**src/rtl/router_arbiter_pkg.sv**
```systemverilog
// Shared router arbiter definitions: one-hot state encodings and rotating-priority winner pick.
// Input and output arbiters both import this package so that their encodings stay identical.
package router_arbiter_pkg;

  localparam int CREDIT_MAX_DEFAULT = 3;
  localparam int NUM_PORTS          = 5;

  // Bit i+1 of the state marks port i (N=0, E=1, W=2, S=3, L=4) as the last holder.
  typedef enum logic [5:0] {
    IDLE  = 6'b000001,
    NORTH = 6'b000010,
    EAST  = 6'b000100,
    WEST  = 6'b001000,
    SOUTH = 6'b010000,
    LOCAL = 6'b100000
  } state_t;

  // req/return bit order: {L, S, W, E, N}. The current holder keeps top priority.
  function automatic logic [NUM_PORTS-1:0] pick_winner(input state_t st,
                                                       input logic [NUM_PORTS-1:0] req);
    logic [2:0] start;
    logic [3:0] sum;
    logic [2:0] idx;
    logic       found;
    pick_winner = '0;
    found       = 1'b0;
    case (st)
      IDLE, NORTH: start = 3'd0;
      EAST:        start = 3'd1;
      WEST:        start = 3'd2;
      SOUTH:       start = 3'd3;
      default:     start = 3'd4;
    endcase
    for (int i = 0; i < NUM_PORTS; i++) begin
      sum = {1'b0, start} + 4'(i);
      idx = (sum >= 4'd5) ? 3'(sum - 4'd5) : sum[2:0];
      if (!found && req[idx]) begin
        pick_winner[idx] = 1'b1;
        found            = 1'b1;
      end
    end
  endfunction

endpackage

```
**src/rtl/credit_counter.sv**
```systemverilog
// Downstream buffer credit tracker: dec on grant, inc on returned credit, saturating at CREDIT_MAX.
// Registered count; a return at full credit sets a sticky overflow flag cleared only by reset.
module credit_counter #(
  parameter int CREDIT_MAX = 3,
  parameter int CREDIT_W   = 2
) (
  input  logic                clk,
  input  logic                reset,
  input  logic                inc,
  input  logic                dec,
  output logic [CREDIT_W-1:0] count,
  output logic                nonzero,
  output logic                overflow
);

  localparam logic [CREDIT_W-1:0] MAX_CNT = CREDIT_W'(CREDIT_MAX);

  always_ff @(posedge clk or posedge reset) begin
    if (reset) begin
      count    <= MAX_CNT;
      overflow <= 1'b0;
    end else if (inc && !dec) begin
      if (count == MAX_CNT) overflow <= 1'b1;
      else                  count    <= count + CREDIT_W'(1);
    end else if (dec && !inc && count != '0) begin
      count <= count - CREDIT_W'(1);
    end
  end

  assign nonzero = (count != '0);

endmodule

```
**src/rtl/arbiter_out_credit.sv**
```systemverilog
// Output-port arbiter: rotating-priority pick among five inputs, zero-cycle grant gated by credit.
// No credit means no grant and no priority rotation; requests simply wait for a credit return.
module arbiter_out_credit
  import router_arbiter_pkg::*;
#(
  parameter int CREDIT_MAX = CREDIT_MAX_DEFAULT,
  parameter int CREDIT_W   = 2
) (
  input  logic                clk,
  input  logic                reset,
  input  logic                X_N_Y,
  input  logic                X_E_Y,
  input  logic                X_W_Y,
  input  logic                X_S_Y,
  input  logic                X_L_Y,
  input  logic                credit_in,
  output logic                grant_Y_N,
  output logic                grant_Y_E,
  output logic                grant_Y_W,
  output logic                grant_Y_S,
  output logic                grant_Y_L,
  output logic [CREDIT_W-1:0] credit_counter_out,
  output logic                credit_overflow
);

  state_t                 state;
  state_t                 state_nxt;
  logic [NUM_PORTS-1:0]   req;
  logic [NUM_PORTS-1:0]   winner;
  logic [NUM_PORTS-1:0]   grant_vec;
  logic                   credit_ok;
  logic                   any_grant;

  assign req = {X_L_Y, X_S_Y, X_W_Y, X_E_Y, X_N_Y};

  always_ff @(posedge clk or posedge reset) begin
    if (reset) state <= IDLE;
    else       state <= state_nxt;
  end

  always_comb begin
    grant_vec = '0;
    state_nxt = state;
    winner    = pick_winner(state, req);
    if (credit_ok && !reset && (winner != '0)) begin
      grant_vec = winner;
      // Winner bit i maps onto state bit i+1 by construction of the encodings.
      state_nxt = state_t'({winner, 1'b0});
    end
  end

  assign any_grant = |grant_vec;
  assign {grant_Y_L, grant_Y_S, grant_Y_W, grant_Y_E, grant_Y_N} = grant_vec;

  credit_counter #(
    .CREDIT_MAX (CREDIT_MAX),
    .CREDIT_W   (CREDIT_W)
  ) u_credit (
    .clk      (clk),
    .reset    (reset),
    .inc      (credit_in),
    .dec      (any_grant),
    .count    (credit_counter_out),
    .nonzero  (credit_ok),
    .overflow (credit_overflow)
  );

endmodule

```
**config.mk**
```make
export PLATFORM = sky130hd
export DESIGN_NAME = arbiter_out_credit
export DESIGN_NICKNAME = d
export VERILOG_FILES = /design/src/rtl/router_arbiter_pkg.sv /design/src/rtl/credit_counter.sv /design/src/rtl/arbiter_out_credit.sv
export SDC_FILE = /design/constraint.sdc
export NUM_CORES = 1
export LEC_CHECK = 0
export ABC_AREA = 1
export CAP_MARGIN = 40
export CORE_UTILIZATION = 50
export DETAILED_ROUTE_END_ITERATION = 10
export PLACE_DENSITY = 0.82
export SYNTH_ARGS = -nofsm -noshare
export SYNTH_HDL_FRONTEND = slang
export SYNTH_SLANG_ARGS = --single-unit
```
**constraint.sdc**
```tcl
create_clock -name clk -period 4.7 [get_ports clk]
set_input_delay 0.705 -clock clk [delete_from_list [all_inputs] [get_ports clk]]
set_output_delay 0.705 -clock clk [all_outputs]
set_load 0.005 [all_outputs]
```
==> reports/results.txt <==
# resized after CTS - 0
Signal buf overhead - 0.142
Reg-to-Reg Start - state[1]$_DFFE_PP0N_
Largest area contributor in the netlist - nand2_1
Comb area leader - simple AND/OR/NAND/NOR gates
Met1 wire length - 1770 um
Unique cell types - 26
Crit Reg-Reg Endpoint - state[5]$_DFFE_PP0N_
Wire length on met2 - 1640 um
Tally of filler cells in the layout - 230
Synth async-reset ratio - 1.00
Setup_tns - 0 ns
Met2 GRT Util - 0.386
Setup bufs post-CTS - 0
Crit. Startpoint - state[1]$_DFFE_PP0N_
Post-route insts no fill - 293
Status - complete, no violations
H-Tree Depth - 1
Vias in the first global route - 1267
CTS Hold Buffers Added - 0
Top Usage Layer GRT - met1
Post-synth seq share - 0.166
Dpl hpwl - 2770 um
Seq_cells - 9
WP depth - 20
Most used cell, CP - inv_2
Setup ws final - 0.421 ns
Final Max Slew Viols - 0
Cells on Worst Hold Path - 1
CTS tree - built
Iter 0 DRT Violations - 38
Number of enable flip-flop cells - 0
Count of final setup violators - 0
Commonest flop - dfrtp_1
Number of non-clock buffers - 26
Met1 usage - 0.410
Min-delay src - u_credit.overflow$_DFFE_PP0P_
Placer congestion estimate - 0.998
Core area - 2540 sq um
Dpl cells - 278
Buf+Inv Stages, Crit Path - 5
Floorplan Utilization - 0.543
Area growth, synth to finish - 24.2%
Num rows - 18
Dominant cell area share - 0.168
Antenna diode instance count - 0
Clk slew on worst S/H paths - 0.07 ns
Comb gate area - 1050 sq um
Critical path's largest stage delay - 0.49 ns
Xor/xnor share - 0
Gr ovfl total - 0
Clock buffers - 4
Hold slack - 0.479 ns
WHS Endpoint - u_credit.overflow$_DFFE_PP0P_
Log Warnings - 27
Worst hold path type - reg2reg
Nets - 275
Slew HR - 0.767
WL per Instance - 12.4 um
-- placed cells by master, fill, tap and decap left out, types with 3 or more instances in the layout --
master            n
nor2_4            5
inv_1            25
nand3_2           6
dfrtp_1           5
clkbuf_4          3
clkdlybuf4s50_1  11
nand2_1          60
nand3_1          29
dfstp_2           3
ha_1              3
nand3_4           3
buf_4            11
nor2_2            8
dlymetal6s2s_1    4
nand2_4           5
inv_2             7
nand2_2           9
nor2_1           35
a21oi_1          11
o21ai_1           5
-- flip-flops by register name, summed over array words and instances, names as in the netlist --
| signal | count |
|---|---|
| state | 6 |
| u_credit.count | 2 |
| u_credit.overflow | 1 |
Figure 1. Wiring by layer.
Scale bar: 20 um.
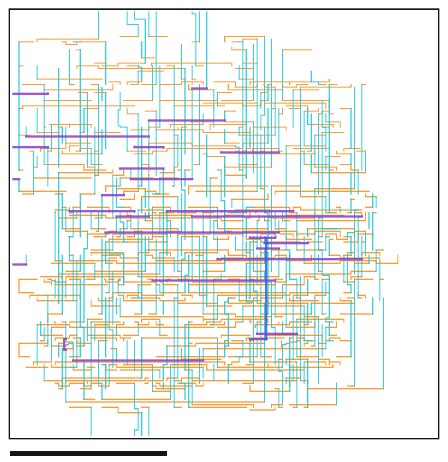
metal 1: in orange, wire length 1770 um. metal 3: in purple, wire length 209 um. metal 2: in cyan, wire length 1640 um. metal 4: in blue, wire length 12.9 um.
via count: 1575
Post-Route WL: 3630 um

Figure 2. Clock routing.
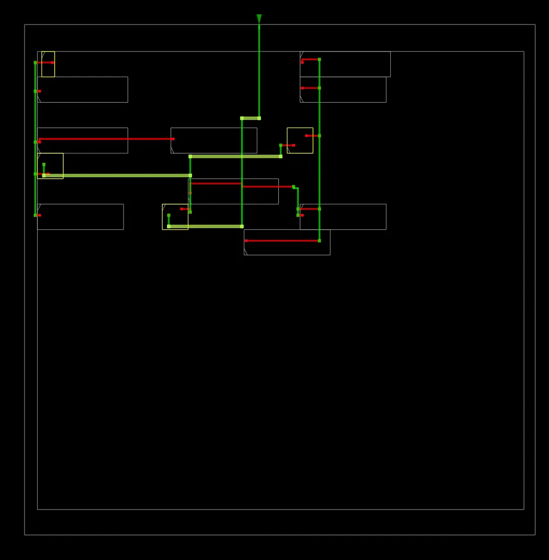
later-pin clock latency in the skew report: 0.27 ns
Clock Skews: 0.0107 ns

Figure 3. Clock network drawn from the DEF.
Scale bar: 20 um.
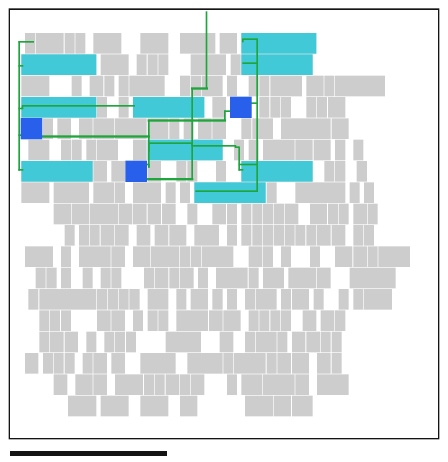
clock drivers: in blue, count 3. flip-flops: in cyan, count 9. clock wires: in green, length 155 um.
There are 4 routed clock nets.

Figure 4. Register map, names as in the netlist.
Other sequential cells in the stronger gray, the rest of the logic in the fainter gray.
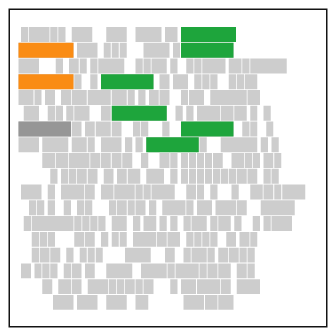
u_credit.count: in orange, placed flops 2. state: in green, placed flops 6.
Another 1 sequential cells are not colored.
Storage cell area: 230 sq um
Util after Layout: 0.674
register share of the cell area: 0.134

Figure 5. I/O pins on the die edge.
Pins as bars across the die edge, other pins in gray.
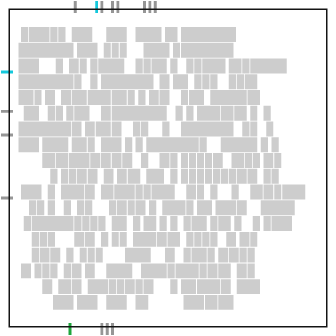
X_N_Y: in green, pins 1, direction input, edge bottom. credit_counter_out: in cyan, pins 2, direction output, edge 1 top, 1 left.
All pins by edge: 8 top, 4 bottom, 4 left.
die width: 54.6 um
Die Ht: 54.6 um
Port Buf Inserts: 15

